Run 1, sequential cells colored by netlist name:
Scale: 4 px per um. Other sequential cells in the stronger gray, the rest of the logic in the fainter gray.
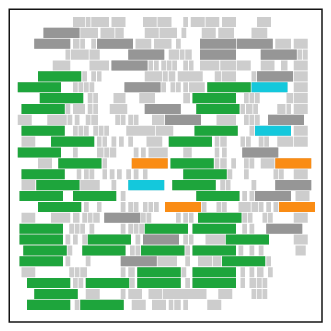
Run 1, cell sizes after repair:
Scale: 6 px per um.
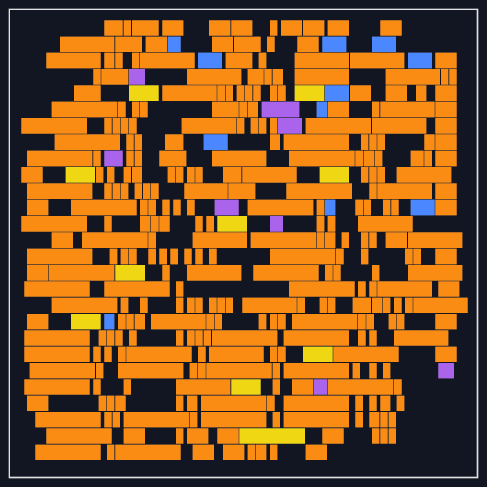
Run 1, met2 routing:
Scale: 4 px per um.
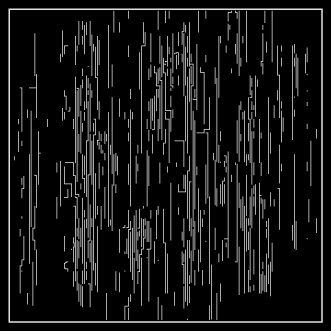
===== config.mk =====
export PLATFORM = sky130hd
export DESIGN_NAME = alu_cmd_seq_flat
export DESIGN_NICKNAME = d
export VERILOG_FILES = /design/src/rtl/alu_cmd_seq_if.sv /design/src/rtl/alu_cmd_seq.sv /design/src/flat_wrapper.sv
export SDC_FILE = /design/constraint.sdc
export NUM_CORES = 1
export LEC_CHECK = 0
export ABC_AREA = 1
export CORE_MARGIN = 1
export CORE_UTILIZATION = 55
export CTS_CLUSTER_DIAMETER = 120
export CTS_CLUSTER_SIZE = 12
export DETAILED_ROUTE_END_ITERATION = 8
export PLACE_DENSITY_LB_ADDON = 0.1
export REMOVE_ABC_BUFFERS = 1
export SYNTH_ARGS = -nofsm -noshare
export SYNTH_HDL_FRONTEND = slang
export SYNTH_SLANG_ARGS = --single-unit

===== constraint.sdc =====
create_clock -name clk -period 5.4 [get_ports clk]
set_input_delay 0.54 -clock clk [delete_from_list [all_inputs] [get_ports clk]]
set_output_delay 0.54 -clock clk [all_outputs]
set_load 0.005 [all_outputs]

===== src/rtl/alu_cmd_seq_if.sv =====
// alu_cmd_seq_if: command, downstream-ALU and result signals of alu_cmd_seq.
// slave is the sequencer's view; master is the surrounding system's view.
interface alu_cmd_seq_if;
  logic       in_valid;
  logic       in_ready;
  logic [2:0] in_op;
  logic [3:0] in_a;
  logic [3:0] in_b;

  logic [2:0] alu_op;
  logic [3:0] alu_a;
  logic [3:0] alu_b;
  logic [3:0] alu_result;
  logic       alu_out;

  logic       res_valid;
  logic       res_ready;
  logic [3:0] res_data;
  logic       res_carry;
  logic [2:0] res_op;

  modport slave (
    input  in_valid, in_op, in_a, in_b, alu_result, alu_out, res_ready,
    output in_ready, alu_op, alu_a, alu_b, res_valid, res_data, res_carry, res_op
  );

  modport master (
    output in_valid, in_op, in_a, in_b, alu_result, alu_out, res_ready,
    input  in_ready, alu_op, alu_a, alu_b, res_valid, res_data, res_carry, res_op
  );
endinterface


===== src/rtl/alu_cmd_seq.sv =====
// alu_cmd_seq: queues ALU commands in a DEPTH-entry FIFO, issues them one at
// a time to a registered downstream ALU, and returns each result with its
// opcode over a valid/ready handshake, in push order.
// Optional feature: define ALU_CMD_SEQ_STATS_EN to add the 8-bit cmd_count
// output counting completed result handshakes.
module alu_cmd_seq #(
  parameter int unsigned DEPTH = 4
) (
  input  logic         clk,
  input  logic         rst_n,
  alu_cmd_seq_if.slave bus
`ifdef ALU_CMD_SEQ_STATS_EN
  ,
  output logic [7:0]   cmd_count
`endif
);

  localparam int unsigned AW = $clog2(DEPTH);
  localparam logic [AW:0]   FULL_CNT = (AW+1)'(DEPTH);
  localparam logic [AW:0]   CNT_ONE  = (AW+1)'(1);
  localparam logic [AW-1:0] PTR_ONE  = (AW)'(1);

  typedef struct packed {
    logic [2:0] op;
    logic [3:0] a;
    logic [3:0] b;
  } cmd_t;

  typedef enum logic [1:0] {
    S_IDLE,
    S_ISSUE,
    S_WAIT,
    S_HOLD
  } state_t;

  state_t        state;
  state_t        state_next;

  cmd_t          mem [DEPTH];
  logic [AW-1:0] wr_ptr;
  logic [AW-1:0] rd_ptr;
  logic [AW:0]   count;
  logic          full;
  logic          empty;
  logic          push;
  logic          pop;
  logic          capture;

  cmd_t          cmd;
  logic [3:0]    res_data;
  logic          res_carry;
  logic [2:0]    res_op;

  assign full         = (count == FULL_CNT);
  assign empty        = (count == '0);
  assign bus.in_ready = !full;
  assign push         = bus.in_valid && !full;

  // FIFO storage; only slots covered by the occupancy count are ever read
  always_ff @(posedge clk) begin
    if (push) begin
      mem[wr_ptr] <= '{op: bus.in_op, a: bus.in_a, b: bus.in_b};
    end
  end

  // FIFO pointers wrap modulo DEPTH; occupancy kept as a separate counter
  always_ff @(posedge clk or negedge rst_n) begin
    if (!rst_n) begin
      wr_ptr <= '0;
      rd_ptr <= '0;
      count  <= '0;
    end else begin
      if (push) wr_ptr <= wr_ptr + PTR_ONE;
      if (pop)  rd_ptr <= rd_ptr + PTR_ONE;
      case ({push, pop})
        2'b10:   count <= count + CNT_ONE;
        2'b01:   count <= count - CNT_ONE;
        default: count <= count;
      endcase
    end
  end

  // Sequencer state register
  always_ff @(posedge clk or negedge rst_n) begin
    if (!rst_n) state <= S_IDLE;
    else        state <= state_next;
  end

  // Sequencer next state, FIFO pop and result capture strobes
  always_comb begin
    state_next = state;
    pop        = 1'b0;
    capture    = 1'b0;
    case (state)
      S_IDLE: begin
        if (!empty) begin
          pop        = 1'b1;
          state_next = S_ISSUE;
        end
      end
      S_ISSUE: state_next = S_WAIT;
      S_WAIT: begin
        capture    = 1'b1;
        state_next = S_HOLD;
      end
      S_HOLD: begin
        if (bus.res_ready) begin
          if (!empty) begin
            pop        = 1'b1;
            state_next = S_ISSUE;
          end else begin
            state_next = S_IDLE;
          end
        end
      end
      default: state_next = S_IDLE;
    endcase
  end

  // Command registers load only on pop, so they (and the ALU drive taken from
  // them) hold through ISSUE/WAIT and keep their last value in HOLD/IDLE
  always_ff @(posedge clk or negedge rst_n) begin
    if (!rst_n)   cmd <= '0;
    else if (pop) cmd <= mem[rd_ptr];
  end

  // Result capture during WAIT, when the ALU output reflects the issued command
  always_ff @(posedge clk or negedge rst_n) begin
    if (!rst_n) begin
      res_data  <= '0;
      res_carry <= 1'b0;
      res_op    <= '0;
    end else if (capture) begin
      res_data  <= bus.alu_result;
      res_op    <= cmd.op;
      res_carry <= (cmd.op inside {3'b000, 3'b001}) && bus.alu_out;
    end
  end

  assign bus.alu_op    = cmd.op;
  assign bus.alu_a     = cmd.a;
  assign bus.alu_b     = cmd.b;
  assign bus.res_valid = (state == S_HOLD);
  assign bus.res_data  = res_data;
  assign bus.res_carry = res_carry;
  assign bus.res_op    = res_op;

`ifdef ALU_CMD_SEQ_STATS_EN
  logic [7:0] done_count;
  logic       res_fire;

  assign res_fire  = bus.res_valid && bus.res_ready;
  assign cmd_count = done_count;

  // Completed result handshakes, wrapping at 256
  always_ff @(posedge clk or negedge rst_n) begin
    if (!rst_n)        done_count <= '0;
    else if (res_fire) done_count <= done_count + 8'd1;
  end
`endif

endmodule


===== src/flat_wrapper.sv =====
// flat-port wrapper written by rule: the top's interface ports become plain ports
module alu_cmd_seq_flat 
#(
  parameter int unsigned DEPTH = 4
)
  (clk, rst_n, bus_in_valid, bus_in_op, bus_in_a, bus_in_b, bus_alu_result, bus_alu_out, bus_res_ready, bus_in_ready, bus_alu_op, bus_alu_a, bus_alu_b, bus_res_valid, bus_res_data, bus_res_carry, bus_res_op);
  alu_cmd_seq_if bus_i ();
  input  logic clk;
  input  logic rst_n;
  input wire logic [$bits(bus_i.in_valid)-1:0] bus_in_valid;
  input wire logic [$bits(bus_i.in_op)-1:0] bus_in_op;
  input wire logic [$bits(bus_i.in_a)-1:0] bus_in_a;
  input wire logic [$bits(bus_i.in_b)-1:0] bus_in_b;
  input wire logic [$bits(bus_i.alu_result)-1:0] bus_alu_result;
  input wire logic [$bits(bus_i.alu_out)-1:0] bus_alu_out;
  input wire logic [$bits(bus_i.res_ready)-1:0] bus_res_ready;
  output wire logic [$bits(bus_i.in_ready)-1:0] bus_in_ready;
  output wire logic [$bits(bus_i.alu_op)-1:0] bus_alu_op;
  output wire logic [$bits(bus_i.alu_a)-1:0] bus_alu_a;
  output wire logic [$bits(bus_i.alu_b)-1:0] bus_alu_b;
  output wire logic [$bits(bus_i.res_valid)-1:0] bus_res_valid;
  output wire logic [$bits(bus_i.res_data)-1:0] bus_res_data;
  output wire logic [$bits(bus_i.res_carry)-1:0] bus_res_carry;
  output wire logic [$bits(bus_i.res_op)-1:0] bus_res_op;
  assign bus_i.in_valid = bus_in_valid;
  assign bus_i.in_op = bus_in_op;
  assign bus_i.in_a = bus_in_a;
  assign bus_i.in_b = bus_in_b;
  assign bus_i.alu_result = bus_alu_result;
  assign bus_i.alu_out = bus_alu_out;
  assign bus_i.res_ready = bus_res_ready;
  assign bus_in_ready = bus_i.in_ready;
  assign bus_alu_op = bus_i.alu_op;
  assign bus_alu_a = bus_i.alu_a;
  assign bus_alu_b = bus_i.alu_b;
  assign bus_res_valid = bus_i.res_valid;
  assign bus_res_data = bus_i.res_data;
  assign bus_res_carry = bus_i.res_carry;
  assign bus_res_op = bus_i.res_op;
  alu_cmd_seq #(.DEPTH(DEPTH)) u_core (.clk(clk), .rst_n(rst_n), .bus(bus_i));
endmodule

==> impl_metrics.tcl, run 1 <==
# flow metrics
set metrics [dict create \
    highest_layer "met4" \
    synth_cells 300 \
    hold_path_depth 2 \
    swShare_pct 35.9 \
    r2r_slack_ps 3090 \
    rows 27 \
    top_cell "nand2_1" \
    dieWidth_um 77.8 \
    post-route-util_pct 68.3 \
    area_dominant_class "sequential cells" \
    warnings 31 \
    internal-power_mw 1.35 \
    synth-adder-area-share_pct 4.20 \
    fp-utilization_pct 57.4 \
    worstSkewPairLatency_ps 340 \
    placed_cell_area_um2 3570 \
    postRouteAntennaNets 0 \
    yosysTopAreaCell "edfxtp_1" \
    coreArea_um2 5510 \
    startpoint "u_core.state[0]" \
    busiest_layer "met2" \
    diodes 0 \
    status "complete, no violations" \
    r2r_start "u_core.state[0]" \
    synth_area_um2 3160 \
    grt_pass1_wl_um 8950 \
    path_max_fanout 15 \
]
Back to the opening pictures, 'sequential cells colored by netlist name':
[`u_core.bus.alu_b`] orange | placed flops: 4
[`u_core.bus.alu_op`] cyan | placed flops: 3
[`u_core.mem`] green | placed flops: 44

Back to the opening pictures, 'cell sizes after repair':
[_6 and larger] yellow | cells: 10
[_0 and _1 cells] orange | cells: 318
[_3 and _4 cells] purple | cells: 8
[_2 cells] blue | cells: 11

Back to the opening pictures, 'met2 routing':
wire length on this layer: 2820 um
share of all routed wire: 51%
nets with wire on the layer: 278
main direction: vertical
longest straight run: 33.8 um

## run 1: power groups by stage
stage               sequential (mW)  combinational [mW]  clock, mW
floorplan                     0.886               0.500          0
global placement              0.909               0.780          0
detailed placement            0.913               0.813          0
CTS                           0.903               0.816      0.410
global route                  0.922               0.911      0.434
finish                        0.900               0.800      0.402
## run 1: sequential cells by signal, summed over array words and instances, names as in the netlist
name	flops
u_core.bus.alu_op	3
u_core.mem	44
u_core.bus.alu_a	4
u_core.bus.res_op	3
u_core.count	3
u_core.rd_ptr	2
u_core.bus.res_data	4
u_core.state	2
u_core.wr_ptr	2
u_core.bus.alu_b	4
u_core.bus.res_carry	1
## run 1: critical path: cells and delay by family (launching register included)
kind / cells / cell delay [ps]
fa+ha+maj: 3 / 940
flops: 1 / 400
buf+inv: 3 / 400
simple gates: 1 / 200
mux: 1 / 270
==> inputs of run 2 (changes only) <==
Clock period 5.4 ns to 2.2 ns, I/O delays scaled along.
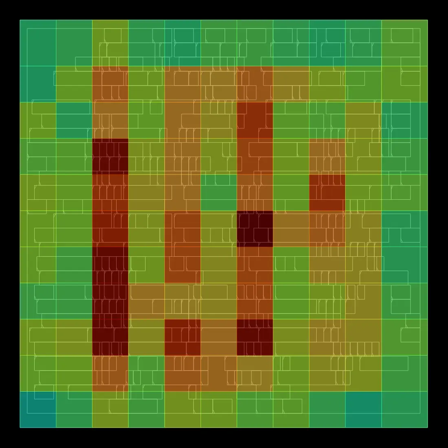
Run 2: congestion heat map
fin util: 70.2%
Total GRT Usage: 21.8%
M1 GR Usage: 25.9%
GR Layer Usage met3: 4.35%
M2 GR Usage: 35.0%

==> run 2 against run 1 <==
- sequential power is 140% higher
- via count rose by 2.2%
- count of clock-buffer cells in the layout down 1
- first-iteration DRC count rose by 100%
- power rose to 2.6 times the previous value
- utilization is 1.9 points higher
- routed wire length grew 0.47%
- non-clock buffer count is 11 higher
- sequential share of layout area fell by 1.4 points
- maximum frequency rose by 14%
==> impl_metrics.tcl, run 2 <==
# flow metrics
set metrics [dict create \
    coreArea_um2 5510 \
    status "complete, no violations" \
    worstSkewPairLatency_ps 340 \
    fp-utilization_pct 57.4 \
    area_dominant_class "sequential cells" \
    synth-adder-area-share_pct 4.20 \
    busiest_layer "met2" \
    clock.fmax_mhz 492 \
    slew_viol_final 0 \
    regMostFlops "u_core.mem" \
    firstDrtPassIters 4 \
    largest_reg_flops 44 \
    synth_area_um2 3160 \
    path_max_fanout 4 \
    htreeDepth 3 \
    synthTopCellsByCount "nand2_1, edfxtp_1, inv_1" \
    r2r_start "u_core.state[0]" \
    synth_cells 300 \
    grt_pass1_wl_um 9390 \
    highest_layer "met4" \
    diodes 0 \
    ff_count 72 \
    rows 27 \
    postRouteAntennaNets 0 \
    critPathBufInv 3 \
    crit_cells 8 \
    r2r_slack_ps 170 \
    warnings 31 \
    dieWidth_um 77.8 \
    critPathTopFamily "adder cells" \
    syn_avg_cell_area_um2 10.5 \
    regArea_um2 2020 \
    root_buffer "clkbuf_8" \
    startpoint "u_core.state[0]" \
    yosysTopAreaCell "edfxtp_1" \
]
[run 2: cell count changes in the layout (fill, tap and decap cells not counted), sizes merged]
cell    delta
bufinv     +1
clkbuf     -1
buf       +11
[run 2: stage by stage]
| step | power, mW | hold WS [ps] | area, um^2 | cells | utilization [%] |
|---|---|---|---|---|---|
| final | 5.39 | 256 | 3860 | 430 | 70.2 |
| after global routing | 5.83 | 298 | 3860 | 430 | 70.2 |
| after CTS | 5.44 | 266 | 3860 | 430 | 70.2 |
| after detailed placement | 4.33 | 469 | 3650 | 414 | 66.3 |
| after global placement | 4.25 | 463 | 3650 | 414 | 66.3 |
| after floorplan | 3.40 | -75.6 | 3070 | 290 | - |
[run 2: report_power, final]
group          switching (mW)  internal (mW)
Combinational            1.18          0.993
Sequential              0.230           1.89
Clock                   0.476          0.628
==> inputs of run 3 (changes only) <==
Settings changed: SKIP_CTS_REPAIR_TIMING set to 1.
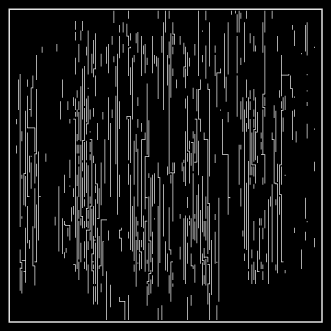
Run 3: met2 routing
Scale: 4 px per um.
nets with wire on the layer: 283
wire length on this layer: 2870 um
share of all routed wire: 51%
main direction: vertical
longest straight run: 40.1 um

==> run 3 against run 2 <==
- register-to-register slack about the same
- synthesized cell count stayed put
- final cell count unchanged
- utilization did not move
- first-iteration DRC count unchanged
- sequential share of layout area did not move
- critical endpoint unchanged
- largest cell class unchanged
- largest power group unchanged
- highest routed layer unchanged
==> impl_metrics.tcl, run 3 <==
# flow metrics
set metrics [dict create \
    placed_cell_area_um2 3650 \
    use_met2_pct 35.0 \
    cp.required_ps 2430 \
    coreArea_um2 5510 \
    path_max_fanout 4 \
    slew_viol_final 0 \
    rows 27 \
    synthTopCellsByCount "nand2_1, edfxtp_1, inv_1" \
    power_frac_seq_pct 39.3 \
    use_met3_pct 4.35 \
    swShare_pct 34.9 \
    power_switching_mw 1.88 \
    warnings 31 \
    p_comb_share_pct 40.2 \
    met1_usage_pct 25.9 \
    synth_cells 300 \
    post-route-period-util_pct 92.4 \
    critPathBufInv 3 \
    finalPower_mw 5.39 \
    critPathTopFamily "adder cells" \
    largest_reg_flops 44 \
    yosysTopAreaCell "edfxtp_1" \
    worstSkewPairLatency_ps 340 \
    firstDrtPassIters 4 \
    startpoint "u_core.state[0]" \
    root_buffer "clkbuf_8" \
    clk-power_mw 1.10 \
    p_seq_mw 2.12 \
    synth_area_um2 3160 \
    diodes 0 \
    hold_slack_ps 256 \
    postRouteAntennaNets 0 \
    busiest_layer "met2" \
    power_frac_clock_pct 20.5 \
    stdcell_count 430 \
    clock.fmax_mhz 492 \
    htreeDepth 3 \
    regArea_um2 2020 \
    groute.usage.overall_pct 21.8 \
    r2r_slack_ps 170 \
    power_leader "combinational logic" \
    grt_pass1_wl_um 9390 \
    r2r_start "u_core.state[0]" \
    highest_layer "met4" \
    cts_buffers 9 \
    dieWidth_um 77.8 \
    powerComb_mw 2.17 \
    status "complete, no violations" \
    final_cell_area_um2 3860 \
    regMostFlops "u_core.mem" \
]
==> run 3: cell counts in the layout (fill, tap and decap cells not counted) <==
Identical to the previous run, type by type.
==> run 3: layout make-up <==
type                    instances  area share [%]
flip-flops and latches         72            52.3
multi-input cells             179            23.3
repair buffers                 52            12.7
inverters                      39            3.92
clock buffers                   9            3.21
well taps                      72            2.33
clock inverters                 7            2.23
==> run 3: worst max-delay path by stage <==
| stage | to | slack, ps | cells after the start |
|---|---|---|---|
| floorplan | u_core.count[1] | 120 | 8 |
| global placement | u_core.count[1] | 220 | 8 |
| detailed placement | u_core.count[1] | 160 | 8 |
| CTS | u_core.count[1] | 150 | 8 |
| global route | u_core.count[2] | 10 | 12 |
| finish | u_core.count[1] | 170 | 8 |
Power figures rest on the tool's default switching activity, not on a simulated workload.
